<file path="src/rtl/piece_spawner.sv">
// piece_spawner
//   Moves a freshly generated piece from the next-piece preview area of grid
//   memory (addresses NEXT_PIECE_BASE_ADDR..+11, 3 columns x 4 rows) onto the
//   top of the playfield. The sequence runs once per spawn request:
//     1. validate the four preview addresses,
//     2. read the four spawn cells and look for collisions,
//     3. read the piece colour from preview cell 1,
//     4. write the colour into the spawn cells, then clear the preview cells,
//     5. publish the four playfield addresses of the active piece.
//
//   Memory handshake: the block owns the single grid-memory port while en is
//   high. mem_addr/we/wr_data are registered. A read presented on mem_addr is
//   answered on rd_data one cycle after the memory samples it, so a read issued
//   at edge E is consumed at edge E+2.
//
// Ports
//   clk, rst                   clock, synchronous active-high reset
//   en                         spawn request (level)
//   next_addr_1..4   [7:0]     preview addresses of the four piece cells
//   rd_data          [7:0]     grid memory read data (registered read)
//   mem_addr         [7:0]     grid memory address
//   we                         grid memory write enable
//   wr_data          [7:0]     grid memory write data
//   active_addr_1..4 [7:0]     playfield addresses of the spawned piece
//   spawned                    one-cycle pulse, spawn finished
//   bad_piece                  one-cycle pulse, malformed request or colour 0
//   game_over                  sticky, spawn cells were occupied
module piece_spawner #(
  parameter logic [7:0] NEXT_PIECE_BASE_ADDR = 8'd240,
  parameter int         GRID_WIDTH           = 10,
  parameter int         SPAWN_ROW            = 0,
  parameter int         SPAWN_COL            = 3
) (
  input  logic       clk,
  input  logic       rst,
  input  logic       en,
  input  logic [7:0] next_addr_1,
  input  logic [7:0] next_addr_2,
  input  logic [7:0] next_addr_3,
  input  logic [7:0] next_addr_4,
  input  logic [7:0] rd_data,
  output logic [7:0] mem_addr,
  output logic       we,
  output logic [7:0] wr_data,
  output logic [7:0] active_addr_1,
  output logic [7:0] active_addr_2,
  output logic [7:0] active_addr_3,
  output logic [7:0] active_addr_4,
  output logic       spawned,
  output logic       bad_piece,
  output logic       game_over
);

  localparam logic [2:0] S_IDLE     = 3'd0;
  localparam logic [2:0] S_VALIDATE = 3'd1;
  localparam logic [2:0] S_CHECK    = 3'd2;
  localparam logic [2:0] S_COLOUR   = 3'd3;
  localparam logic [2:0] S_WRITE    = 3'd4;
  localparam logic [2:0] S_DONE     = 3'd5;
  localparam logic [2:0] S_WAIT_LOW = 3'd6;

  logic [2:0] state;
  logic [2:0] cnt;
  logic       collide;
  logic [7:0] colour;
  logic [7:0] na  [0:3];
  logic [7:0] tgt [0:3];

  // Preview offset -> playfield address. Row comes from a small constant
  // table so no divider is built; out-of-range offsets map to 0 and are
  // rejected in VALIDATE anyway.
  function automatic logic [7:0] map_tgt(input logic [7:0] a);
    logic [7:0] off;
    logic [7:0] row;
    logic [7:0] col;
    off = a - NEXT_PIECE_BASE_ADDR;
    row = 8'd0;
    case (off)
      8'd0, 8'd1, 8'd2:   row = 8'd0;
      8'd3, 8'd4, 8'd5:   row = 8'd1;
      8'd6, 8'd7, 8'd8:   row = 8'd2;
      8'd9, 8'd10, 8'd11: row = 8'd3;
      default:            row = 8'd0;
    endcase
    col = (off > 8'd11) ? 8'd0 : 8'(off - 8'(row * 8'd3));
    return 8'((SPAWN_ROW + int'(row)) * GRID_WIDTH + SPAWN_COL + int'(col));
  endfunction

  function automatic logic in_range(input logic [7:0] a);
    return (a >= NEXT_PIECE_BASE_ADDR) && (a <= NEXT_PIECE_BASE_ADDR + 8'd11);
  endfunction

  logic addrs_ok;
  assign addrs_ok = in_range(na[0]) && in_range(na[1]) &&
                    in_range(na[2]) && in_range(na[3]);

  always_ff @(posedge clk) begin
    if (rst) begin
      state         <= S_IDLE;
      cnt           <= 3'd0;
      collide       <= 1'b0;
      colour        <= 8'd0;
      mem_addr      <= 8'd0;
      we            <= 1'b0;
      wr_data       <= 8'd0;
      active_addr_1 <= 8'd0;
      active_addr_2 <= 8'd0;
      active_addr_3 <= 8'd0;
      active_addr_4 <= 8'd0;
      spawned       <= 1'b0;
      bad_piece     <= 1'b0;
      game_over     <= 1'b0;
      for (int i = 0; i < 4; i++) begin
        na[i]  <= 8'd0;
        tgt[i] <= 8'd0;
      end
    end else begin
      spawned   <= 1'b0;
      bad_piece <= 1'b0;
      case (state)
        S_IDLE: begin
          we <= 1'b0;
          if (en) begin
            if (game_over) begin
              state <= S_WAIT_LOW;
            end else begin
              na[0]  <= next_addr_1;
              na[1]  <= next_addr_2;
              na[2]  <= next_addr_3;
              na[3]  <= next_addr_4;
              tgt[0] <= map_tgt(next_addr_1);
              tgt[1] <= map_tgt(next_addr_2);
              tgt[2] <= map_tgt(next_addr_3);
              tgt[3] <= map_tgt(next_addr_4);
              state  <= S_VALIDATE;
            end
          end
        end
        S_VALIDATE: begin
          if (!addrs_ok) begin
            bad_piece <= 1'b1;
            state     <= S_WAIT_LOW;
          end else begin
            // First spawn-cell read is issued here so the 8 CHECK cycles
            // cover exactly four issue/sample pairs.
            mem_addr <= tgt[0];
            cnt      <= 3'd0;
            collide  <= 1'b0;
            state    <= S_CHECK;
          end
        end
        S_CHECK: begin
          cnt <= cnt + 3'd1;
          // Odd counts consume the read issued two edges earlier.
          if (cnt[0]) begin
            if (rd_data != 8'd0) collide <= 1'b1;
            if (cnt == 3'd7) begin
              if (collide || (rd_data != 8'd0)) begin
                game_over <= 1'b1;
                state     <= S_WAIT_LOW;
              end else begin
                mem_addr <= na[0];
                cnt      <= 3'd0;
                state    <= S_COLOUR;
              end
            end else begin
              mem_addr <= tgt[cnt[2:1] + 2'd1];
            end
          end
        end
        S_COLOUR: begin
          cnt <= cnt + 3'd1;
          if (cnt == 3'd1) begin
            if (rd_data == 8'd0) begin
              bad_piece <= 1'b1;
              state     <= S_WAIT_LOW;
            end else begin
              colour <= rd_data;
              cnt    <= 3'd0;
              state  <= S_WRITE;
            end
          end
        end
        S_WRITE: begin
          we  <= 1'b1;
          cnt <= cnt + 3'd1;
          if (!cnt[2]) begin
            mem_addr <= tgt[cnt[1:0]];
            wr_data  <= colour;
          end else begin
            mem_addr <= na[cnt[1:0]];
            wr_data  <= 8'd0;
          end
          if (cnt == 3'd7) state <= S_DONE;
        end
        S_DONE: begin
          we            <= 1'b0;
          spawned       <= 1'b1;
          active_addr_1 <= tgt[0];
          active_addr_2 <= tgt[1];
          active_addr_3 <= tgt[2];
          active_addr_4 <= tgt[3];
          state         <= S_WAIT_LOW;
        end
        S_WAIT_LOW: begin
          we <= 1'b0;
          if (!en) state <= S_IDLE;
        end
        default: begin
          we    <= 1'b0;
          state <= S_IDLE;
        end
      endcase
    end
  end

endmodule

</file>
<file path="config.mk">
export PLATFORM = sky130hd
export DESIGN_NAME = piece_spawner
export DESIGN_NICKNAME = d
export VERILOG_FILES = /design/src/rtl/piece_spawner.sv
export SDC_FILE = /design/constraint.sdc
export NUM_CORES = 1
export LEC_CHECK = 0
export ABC_CLOCK_PERIOD_IN_PS = 5500
export CORE_ASPECT_RATIO = 1.4
export CORE_MARGIN = 8
export CORE_UTILIZATION = 58
export CTS_BUF_LIST = sky130_fd_sc_hd__clkbuf_16
export DETAILED_ROUTE_END_ITERATION = 6
export GPL_ROUTABILITY_DRIVEN = 0
export GPL_TIMING_DRIVEN = 0
export PLACE_DENSITY_LB_ADDON = 0.2
export SETUP_SLACK_MARGIN = 0.2
export SLEW_MARGIN = 5
export SYNTH_ARGS = -nofsm -noshare
export SYNTH_HDL_FRONTEND = slang
export SYNTH_SLANG_ARGS = --single-unit
export TNS_END_PERCENT = 100
</file>
<file path="constraint.sdc">
create_clock -name clk -period 5.5 [get_ports clk]
set_input_delay 1.1 -clock clk [delete_from_list [all_inputs] [get_ports clk]]
set_output_delay 1.1 -clock clk [all_outputs]
set_load 0.005 [all_outputs]
</file>
==> flow_summary.ini <==
; synthesis and place-and-route metrics
[clocking]
htreeDepth = 4
cts_sinks = 133
root_buffer = clkbuf_16
path_clk_slew_ps = 60
numCtsBuffers = 17
cts_resized = 10
cts_setup_buffers = 2

[global_routing]
grtUsageMet2_pct = 42.6
use_met1_pct = 26.5
grt_busiest_layer = met2
grt_pass1_wl_mm = 37.6

[synth]
ys_seq_elements = 133
synth.area.top_cells = edfxtp_1 (22%), dfxtp_1 (16%), ha_1 (8.7%)
yosysChipArea_um2 = 8610
synthesis.area_um2 = 8610
syn_inst = 900
ys_warn_count = 0

[cells_and_area]
multi_input_comb_cells = 689
bufAreaShareNonClock_pct = 11.0
final-seq-area_um2 = 3300
layout_top_cells = nand2_1 (112), clkdlybuf4s50_1 (85), nor2_1 (72), a21oi_1 (70), dfxtp_1 (69)
inv_count = 37
nonClockBufferCount = 135
layout_top_cell = nand2_1
comb_area_um2 = 5050

[status]
status = finished clean

[die]
fp_util_pct = 59.3
dieArea_um2 = 19000

[pwr]
p_total_mw = 3.61

[setup_path]
slowest_delay_ps = 530
crit_arrival_ps = 5260
path_max_fanout = 5
cp_num_buf_inv = 2
critical_path_class = input pin to register

[timing]
worst_pin_slew_ps = 841
setup_viol = 0
setup_ws_ps = 409
fin_tns_setup_ps = 0
slew-limit-headroom_pct = 43.9
min_period_over_period_pct = 92.6

[hold_path]
holdCritPathClass = register to register

[placed_design]
port_buffers = 92
place_inst = 1181

[flow_run]
cap_violations = 0
==> path summary, 6_finish.rpt <==
kind / from / endpoint / slack [ps] / depth (start not counted)
worst min-delay path: active_addr_1[6] / active_addr_1[6] / 450 / 2
worst max-delay path: next_addr_4[5] / tgt[3][7] / 410 / 18
worst max register to register: cnt[0] / state[2] / 3030 / 7
worst min register to register: active_addr_1[6] / active_addr_1[6] / 450 / 2
==> sequential cells by signal, indices dropped and copies added (netlist names), 3 cells and up, named ones only <==
register,count
wr_data,8
cnt,3
mem_addr,8
tgt,32
active_addr_2,8
na,32
active_addr_3,8
active_addr_1,8
state,3
colour,8
active_addr_4,8
==> metal layers <==
metal	up-vias	wire length, um	part of all wire [%]
li1	3478	-	-
met1	3384	8370	37
met2	325	11600	51
met3	95	1610	7.0
met4	0	1340	5.8
met5	-	0	0
**Power grid**

Bar = 20 um. Pins as bars on the die edge. Tap cells in gray.
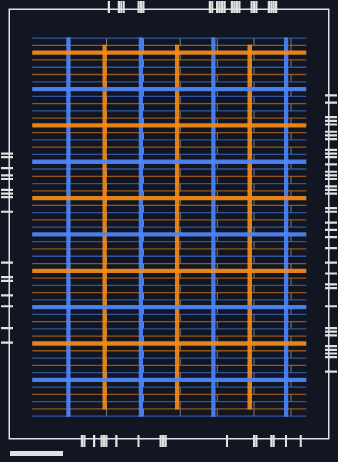
blue -> VSS
orange -> VDD
met1 rails = 53
tap cells = 189
met4 straps = 7
Die Y: 160 um
CORE AREA: 14500 um^2
peak supply drop: 197 uV
Horiz. Die Dim: 119 um

**Placed cells, one color a class**

Bar = 20 um.
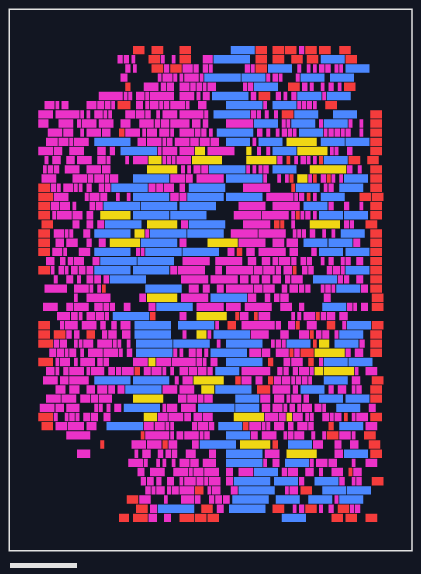
yellow -> clock drivers and dummy loads  # cells 32, share of their area 5.9%
red -> other buffers and delay cells  # cells 135, share of their area 11%
blue -> flops  # cells 133, share of their area 32%
magenta -> combinational and other logic  # cells 726, share of their area 51%

**Clock wires, drivers and flops**

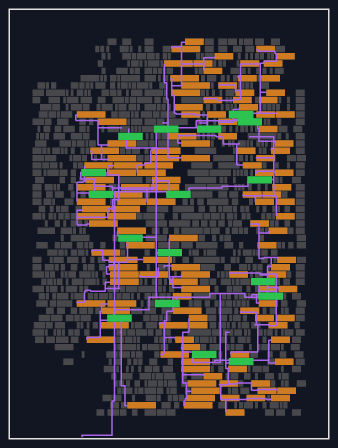
orange -> flip-flops  # count 133
green -> clock drivers  # count 17
purple -> clock wires  # length 1600 um
routed clock nets = 18

**Signal wires by layer**

Bar = 20 um. Two of the layers only.
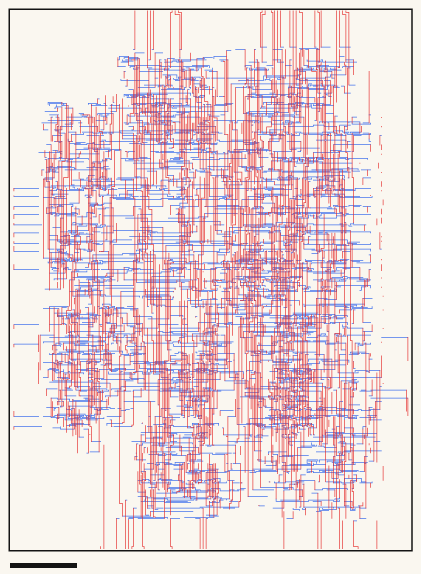
red -> metal 2  # wire length 11600 um
blue -> metal 1  # wire length 8370 um
routed via count: 7282
gr usage total: 24.6%
DRT Wirelength: 22.9 mm
wire per inst: 18.8 um

